[config.mk]
export PLATFORM = sky130hd
export DESIGN_NAME = inst_fetch
export DESIGN_NICKNAME = d
export VERILOG_FILES = /design/src/rtl/fetch_pkg.sv /design/src/rtl/fetch_queue.sv /design/src/rtl/inst_fetch.sv
export SDC_FILE = /design/constraint.sdc
export NUM_CORES = 1
export LEC_CHECK = 0
export ABC_CLOCK_PERIOD_IN_PS = 2100
export CAP_MARGIN = 20
export CORE_ASPECT_RATIO = 0.9
export CORE_MARGIN = 10
export CORE_UTILIZATION = 41
export DETAILED_ROUTE_END_ITERATION = 12
export GPL_TIMING_DRIVEN = 0
export MAX_ROUTING_LAYER = met4
export PLACE_DENSITY = 0.65
export SYNTH_ARGS = -nofsm -noshare
export SYNTH_HDL_FRONTEND = slang
export SYNTH_SLANG_ARGS = --single-unit
[constraint.sdc]
create_clock -name clk -period 2.1 [get_ports clk]
set_input_delay 0.42 -clock clk [delete_from_list [all_inputs] [get_ports clk]]
set_output_delay 0.42 -clock clk [all_outputs]
set_load 0.005 [all_outputs]
[src/rtl/fetch_pkg.sv]
// Shared types and constants for the instruction fetch unit.
package fetch_pkg;

    // Fetch controller states.
    typedef enum logic [1:0] {
        IDLE  = 2'd0,   // no request outstanding
        REQ   = 2'd1,   // live request outstanding
        DRAIN = 2'd2    // stale request outstanding, its response is dropped
    } fetch_state_t;

    // One queued instruction together with the PC it was fetched from.
    typedef struct packed {
        logic [31:0] pc;
        logic [31:0] inst;
    } fetch_entry_t;

    localparam logic [31:0]  FETCH_RESET_PC = 32'h0000_0000;
    localparam logic [31:0]  PC_STEP        = 32'h0000_0004;
    localparam fetch_entry_t EMPTY_ENTRY    = '{pc: 32'h0000_0000, inst: 32'h0000_0000};

    // Fetch addresses are word aligned; the low two bits are dropped.
    function automatic logic [31:0] word_align(input logic [31:0] a);
        return a & 32'hFFFF_FFFC;
    endfunction

endpackage

[src/rtl/fetch_queue.sv]
// Circular instruction queue between fetch and decode. A flush empties the
// queue in the same cycle and overrides any push or pop requested with it.
module fetch_queue
    import fetch_pkg::*;
#(
    parameter int DEPTH = 4,
    localparam int PW = $clog2(DEPTH),
    localparam int CW = $clog2(DEPTH) + 1
) (
    input  logic         clk,
    input  logic         reset_n,
    input  logic         push,
    input  logic         pop,
    input  logic         flush,
    input  fetch_entry_t entry_in,
    output fetch_entry_t entry_out,
    output logic [CW-1:0] count
);

    fetch_entry_t  mem_r [DEPTH];
    logic [PW-1:0] head_r;
    logic [PW-1:0] tail_r;
    logic [CW-1:0] count_r;
    logic          push_ok_s;
    logic          pop_ok_s;

    // Qualify push/pop: never write when full, never read when empty, ignore both on flush.
    always_comb begin
        push_ok_s = push && !flush && (count_r != CW'(DEPTH));
        pop_ok_s  = pop  && !flush && (count_r != {CW{1'b0}});
    end

    // Storage write port.
    always_ff @(posedge clk or negedge reset_n) begin
        if (!reset_n) begin
            for (int i = 0; i < DEPTH; i++) begin
                mem_r[i] <= EMPTY_ENTRY;
            end
        end else if (push_ok_s) begin
            mem_r[tail_r] <= entry_in;
        end
    end

    // Head/tail pointers and occupancy; pointers wrap naturally at DEPTH.
    always_ff @(posedge clk or negedge reset_n) begin
        if (!reset_n) begin
            head_r  <= {PW{1'b0}};
            tail_r  <= {PW{1'b0}};
            count_r <= {CW{1'b0}};
        end else if (flush) begin
            head_r  <= {PW{1'b0}};
            tail_r  <= {PW{1'b0}};
            count_r <= {CW{1'b0}};
        end else begin
            if (push_ok_s) tail_r <= tail_r + PW'(1'b1);
            if (pop_ok_s)  head_r <= head_r + PW'(1'b1);
            case ({push_ok_s, pop_ok_s})
                2'b10:   count_r <= count_r + CW'(1'b1);
                2'b01:   count_r <= count_r - CW'(1'b1);
                default: count_r <= count_r;
            endcase
        end
    end

    assign entry_out = mem_r[head_r];
    assign count     = count_r;

endmodule

[src/rtl/inst_fetch.sv]
// Instruction fetch unit: issues one cache request at a time, queues the
// returned words with their PCs, and handles redirects by flushing the
// queue and dropping the response of any request already in flight.
module inst_fetch
    import fetch_pkg::*;
#(
    parameter logic [31:0] RESET_PC = FETCH_RESET_PC,
    parameter int          DEPTH    = 4
) (
    input  logic        clk,
    input  logic        reset_n,
    input  logic        redirect,
    input  logic [31:0] redirect_pc,
    output logic [31:0] addr,
    output logic        addr_valid,
    input  logic [31:0] data,
    input  logic        data_ready,
    output logic        inst_valid,
    input  logic        inst_ready,
    output logic [31:0] inst,
    output logic [31:0] inst_pc
);

    localparam int CW = $clog2(DEPTH) + 1;

    fetch_state_t  state_r, next_state_s;
    logic [31:0]   pc_r, pc_next_s;
    logic [31:0]   addr_r, addr_next_s;
    logic          addr_valid_r;
    logic          started_r;
    logic          push_s;
    logic          pop_s;
    logic [CW-1:0] count_s;
    logic [CW-1:0] count_after_push_s;
    logic [31:0]   target_s;
    fetch_entry_t  head_s;
    fetch_entry_t  push_entry_s;

    fetch_queue #(.DEPTH(DEPTH)) u_queue (
        .clk       (clk),
        .reset_n   (reset_n),
        .push      (push_s),
        .pop       (pop_s),
        .flush     (redirect),
        .entry_in  (push_entry_s),
        .entry_out (head_s),
        .count     (count_s)
    );

    // Next-state, PC and request address; the queue slot of the request in flight is already reserved.
    always_comb begin
        next_state_s       = state_r;
        pc_next_s          = pc_r;
        addr_next_s        = addr_r;
        push_s             = 1'b0;
        pop_s              = inst_ready && (count_s != {CW{1'b0}});
        target_s           = word_align(redirect_pc);
        push_entry_s       = '{pc: pc_r, inst: data};
        count_after_push_s = count_s + CW'(1'b1) - (pop_s ? CW'(1'b1) : CW'(1'b0));
        case (state_r)
            IDLE: begin
                // started_r holds off the first request for one edge after reset release.
                if (redirect) begin
                    pc_next_s = target_s;
                end else if (started_r && (count_s < CW'(DEPTH))) begin
                    next_state_s = REQ;
                    addr_next_s  = pc_r;
                end else begin
                    next_state_s = IDLE;
                end
            end
            REQ: begin
                if (redirect) begin
                    pc_next_s = target_s;
                    if (data_ready) begin
                        next_state_s = REQ;
                        addr_next_s  = target_s;
                    end else begin
                        next_state_s = DRAIN;
                    end
                end else if (data_ready) begin
                    push_s    = 1'b1;
                    pc_next_s = pc_r + PC_STEP;
                    if (count_after_push_s < CW'(DEPTH)) begin
                        next_state_s = REQ;
                        addr_next_s  = pc_r + PC_STEP;
                    end else begin
                        next_state_s = IDLE;
                    end
                end else begin
                    next_state_s = REQ;
                end
            end
            DRAIN: begin
                if (redirect) begin
                    pc_next_s = target_s;
                    if (data_ready) begin
                        next_state_s = REQ;
                        addr_next_s  = target_s;
                    end else begin
                        next_state_s = DRAIN;
                    end
                end else if (data_ready) begin
                    next_state_s = REQ;
                    addr_next_s  = pc_r;
                end else begin
                    next_state_s = DRAIN;
                end
            end
            default: begin
                next_state_s = IDLE;
            end
        endcase
    end

    // State, PC and registered cache request outputs.
    always_ff @(posedge clk or negedge reset_n) begin
        if (!reset_n) begin
            state_r      <= IDLE;
            pc_r         <= RESET_PC;
            addr_r       <= 32'h0000_0000;
            addr_valid_r <= 1'b0;
            started_r    <= 1'b0;
        end else begin
            state_r      <= next_state_s;
            pc_r         <= pc_next_s;
            addr_r       <= addr_next_s;
            addr_valid_r <= (next_state_s != IDLE);
            started_r    <= 1'b1;
        end
    end

    assign addr       = addr_r;
    assign addr_valid = addr_valid_r;
    assign inst_valid = (count_s != {CW{1'b0}});
    assign inst       = head_s.inst;
    assign inst_pc    = head_s.pc;

endmodule

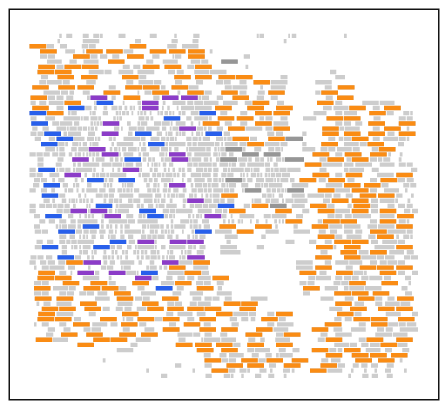
Run 1: where the registers sit
Other sequential cells in the stronger grey, the rest of the logic in the fainter grey.
Key: blue = addr [sequential cells 32, where middle left]; purple = pc_r [sequential cells 30]; orange = u_queue.mem_r [sequential cells 248, where all over the die]
Another 11 sequential cells are not coloured.
sequential fraction of total cell area: 37.7%
register area: 8040 um2

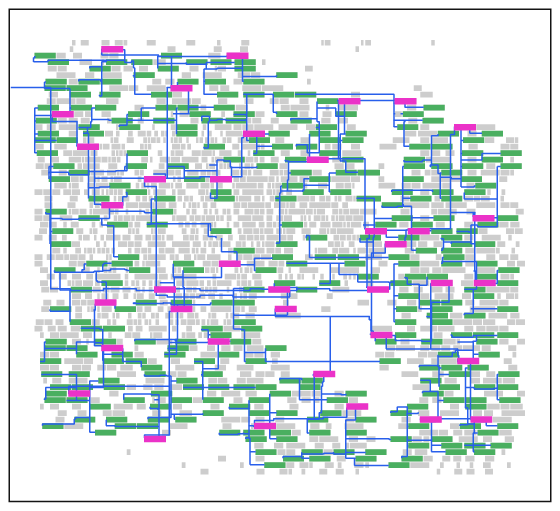
Run 1: clock distribution
Key: green = flip-flops [count 321]; magenta = clock-net drivers [count 37]; blue = clock wires [length 4,580 um]
Position of the flops: all over the die.

==> impl_metrics.env, run 1 <==
# source this file to load flow results
export IMPL_largest_reg_flops=248
export IMPL_layout_cells_non_filler=2045
export IMPL_setup_violations_final=96
export IMPL_met1_usage_pct=27.0
export IMPL_post_cts_buffers=63
export IMPL_setup_slack_ps=-380
export IMPL_clk_path_buf_depth=3
export IMPL_slowest_delay_ps=520
export IMPL_cts_root_buf="clkbuf_16"
export IMPL_drive_above_1_share_pct=46.3
export IMPL_clkTransAtPathRegs_ps=60
export IMPL_cts_tree="yes"
export IMPL_sh_comb_area_pct=36.7
export IMPL_seq_cells=321
export IMPL_top_usage_layer="met2"
export IMPL_use_met2_pct=31.8
export IMPL_ff2ff_setup_slack_ps=-280
export IMPL_boundaryPins=167
export IMPL_routabilityCongestion=0.898
export IMPL_violations="setup timing"
export IMPL_antenna_found_initial=0
export IMPL_max_freq_mhz=403
export IMPL_cts_buffers=37
export IMPL_max_flop_register="u_queue.mem_r"
export IMPL_status="finished, violations left"
export IMPL_crit_buf_inv=4
export IMPL_leakage_nw=9.68
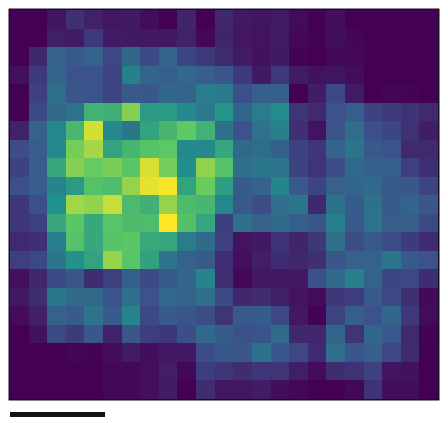
Run 1: wiring heat map
Scale bar: 50 um. The die is cut into 23 by 21 equal tiles; dark purple is low, yellow is high, scaled to the fullest tile. Values are wire area over tile area, all layers added.
12% of the tiles are nearly empty. The densest ninth of the die: middle left. The mean over all tiles is 0.17.

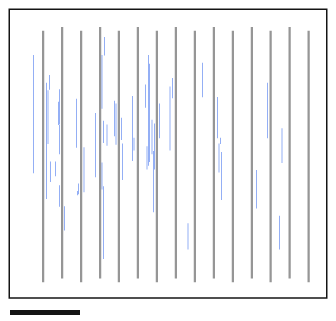
Run 1: metal 4
Scale bar: 50 um. Supply wires on this layer in grey.
The layer carries 1,370 um of wire. The wires run mostly vertical.

run 1: per-layer routing:
layer  wire length (um)  up-vias  part of all wire (%)
li1                   -     5157                     -
met1              20300     6017                    42
met2              22500      510                    47
met3               3700      107                   7.7
met4               1370        0                   2.9
met5                  0        -                     0
run 1: power by group:
part,switching (mW),internal (mW)
sequential,1.40,8.29
clock,2.71,4.10
combinational,8.00,8.89
total,12.1,21.3
run 1: synth_stat cells (all sizes together) (9+ instances only):
cell type and number:
o22ai 21, nand2 94, dfrtp 321, nor3 10
a21oi 68, o32ai 12, nor2b 11, a22oi 13
buf 45, nand3 26, mux4 62, mux2i 33
o21ai 54, mux2 249, nor2 46, ha 12
and3 11, inv 10, clkbuf 65, nand4 9
## Run 2: what changed since run 1
--- a/config.mk
+++ b/config.mk
@@ -11,7 +11,6 @@
 export CORE_MARGIN = 10
 export CORE_UTILIZATION = 41
 export DETAILED_ROUTE_END_ITERATION = 12
-export GPL_TIMING_DRIVEN = 0
 export MAX_ROUTING_LAYER = met4
 export PLACE_DENSITY = 0.65
 export SYNTH_ARGS = -nofsm -noshare
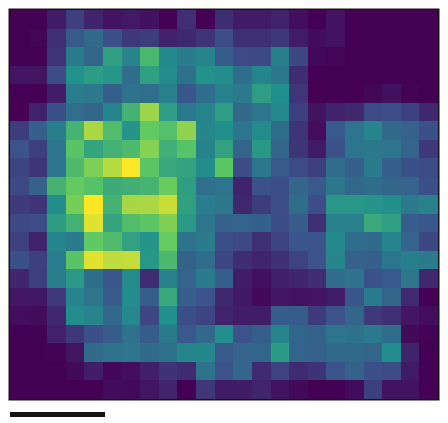
Run 2: wiring heat map
Scale bar: 50 um. The die is cut into 23 by 21 equal tiles; dark purple is low, yellow is high, scaled to the fullest tile. Values are wire area over tile area, all layers added.
The densest ninth of the die: middle left. The fullest tile reaches 0.51. 13% of the tiles are nearly empty.
vias: 11.3k
total global-route track usage: 19.3%

==> run 2 against run 1 <==
The run still ends with setup timing left. Flip-flop count is the same. Routed wire length down 8.1%. Register-to-register slack improved by 210 ps. First-iteration DRC count fell by 25%. Sequential power barely moved. Utilization is 1.4 points lower. Final cell count is 1.8% lower. Fmax decreased by 0.48%. Global-route usage fell by 1.3 points. Clock skew rose by 2.7 ps. Area after synthesis did not move. Synthesized cell count is the same.
==> impl_metrics.env, run 2 <==
# source this file to load flow results
export IMPL_met1_usage_pct=26.1
export IMPL_clock_power_mw=6.22
export IMPL_p_seq_share_pct=30.6
export IMPL_cts_buffers=36
export IMPL_crit_buf_inv=4
export IMPL_slowest_delay_ps=550
export IMPL_cts_root_buf="clkbuf_16"
export IMPL_boundaryPins=167
export IMPL_wl_met3_mm=2.47
export IMPL_clkPwrFrac_pct=19.7
export IMPL_combPwrFrac_pct=49.7
export IMPL_flop_area_um2=8040
export IMPL_layout_cells_non_filler=2009
export IMPL_clk_path_buf_depth=3
export IMPL_p_sw_share_pct=35.0
export IMPL_largest_reg_flops=248
export IMPL_antenna_found_initial=0
export IMPL_power_top_group="combinational logic"
export IMPL_setup_slack_ps=-392
export IMPL_p_int_mw=20.6
export IMPL_max_freq_mhz=401
export IMPL_route_met2_wl_mm=20.9
export IMPL_leakage_nw=9.41
export IMPL_met1Wirelength_mm=19.9
export IMPL_violations="setup timing"
export IMPL_status="finished, violations left"
export IMPL_use_met2_pct=30.3
export IMPL_setup_violations_final=73
export IMPL_cts_tree="yes"
export IMPL_synth_dominant_cell_count="dfrtp_1"
[run 2: repair_timing]
action                     in CTS  in global routing
hold buffers                    1                  0
gates cloned                    8                  4
setup endpoints to repair     211                288
hold endpoints to repair       39                  0
pin swaps                       5                 23
gates resized                 268                128
buffers inserted               23                 16
[run 2: cell families after synthesis]
family          count (synthesis)  share of synthesized area (%)
flops                         321                           51.3
mux                           344                           28.9
buf+inv                       120                           3.23
simple gates                  225                           6.88
compound gates                206                           8.07
xor+xnor                       11                          0.615
fa+ha+maj                      12                          0.958
other cells                     2                         0.0479
[run 2: final cells by class]
type                       instances  share of cell area, %
sequential                       321                   38.7
multi-input combinational        803                   36.3
inverter                          10                  0.181
clock inverter                    10                  0.446
clock buffer                      52                   5.16
timing repair buffer             330                   16.3
tap                              483                   2.91
## Run 3: what changed since run 2
--- a/config.mk
+++ b/config.mk
@@ -5,14 +5,14 @@
 export SDC_FILE = /design/constraint.sdc
 export NUM_CORES = 1
 export LEC_CHECK = 0
-export ABC_CLOCK_PERIOD_IN_PS = 2100
+export ABC_CLOCK_PERIOD_IN_PS = 2500
 export CAP_MARGIN = 20
 export CORE_ASPECT_RATIO = 0.9
 export CORE_MARGIN = 10
 export CORE_UTILIZATION = 41
 export DETAILED_ROUTE_END_ITERATION = 12
 export MAX_ROUTING_LAYER = met4
-export PLACE_DENSITY = 0.65
+export PLACE_DENSITY = 0.63
 export SYNTH_ARGS = -nofsm -noshare
 export SYNTH_HDL_FRONTEND = slang
 export SYNTH_SLANG_ARGS = --single-unit
==> constraint.sdc (replaced) <==
create_clock -name clk -period 2.5 [get_ports clk]
set_input_delay 0.5 -clock clk [delete_from_list [all_inputs] [get_ports clk]]
set_output_delay 0.5 -clock clk [all_outputs]
set_load 0.005 [all_outputs]
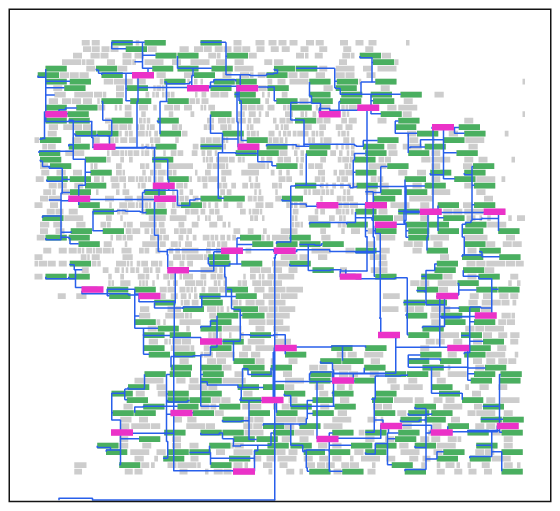
Run 3: clock distribution
Key: magenta = clock-net drivers [count 38]; green = flip-flops [count 321]; blue = clock wires [length 4,410 um]
There are 39 routed clock nets. Position of the flops: all over the die.

==> run 3 against run 2 <==
The flow now finishes without violations. Clock skew barely moved. Routed wire length fell by 2.9%. Largest power group unchanged. Sequential power fell by 15%. Largest cell class unchanged. Non-clock buffer count fell by 65. Critical endpoint is now inst_pc[11].
==> impl_metrics.env, run 3 <==
# source this file to load flow results
export IMPL_combPwrFrac_pct=45.4
export IMPL_synthAdderAreaFrac_pct=0.958
export IMPL_setup_slack_ps=5.08
export IMPL_max_freq_mhz=401
export IMPL_slowest_delay_ps=550
export IMPL_mux_share_pct=28.9
export IMPL_layout_cells_non_filler=1947
export IMPL_compound_area_share_pct=8.07
export IMPL_boundaryPins=167
export IMPL_vias=10900
export IMPL_status="finished clean"
export IMPL_postCtsHoldBufs=1
export IMPL_synthTopLogicFamily="multiplexers"
export IMPL_antenna_found_initial=0
export IMPL_cts_root_buf="clkbuf_16"
export IMPL_simple_gate_area_share_pct=6.88
export IMPL_synth_dominant_cell_count="dfrtp_1"
export IMPL_cts_resized=264
export IMPL_xor_share_pct=0.615
export IMPL_cts_buffers=38
export IMPL_clkPwrFrac_pct=21.5
export IMPL_leakage_nw=8.94
export IMPL_cts_tree="yes"
export IMPL_clk_path_buf_depth=3
export IMPL_post_cts_buffers=11
export IMPL_p_seq_share_pct=33.1
export IMPL_p_int_mw=16.1
export IMPL_setup_violations_final=0
export IMPL_crit_buf_inv=3
export IMPL_largest_reg_flops=248
export IMPL_power_top_group="combinational logic"
run 3: layout make-up:
class | instances | area, um2 | area share (%)
inverters | 10 | 37.5 | 0.190
clock buffers | 57 | 1090 | 5.53
flip-flops and latches | 321 | 8040 | 40.7
clock inverters | 10 | 104 | 0.525
multi-input cells | 801 | 7180 | 36.3
repair buffers | 265 | 2710 | 13.7
well taps | 483 | 604 | 3.06
run 3: routing by layer:
layer,part of all wire (%),global-route usage (%),up-vias,routed length (um)
li1,-,-,4972,-
met1,45,24.5,5635,19100
met2,48,29.7,265,20500
met3,4.7,3.30,52,2010
met4,2.4,5.48,0,1010
met5,0,-,-,0
No activity file was given, so power comes from the tool's default toggle rates.
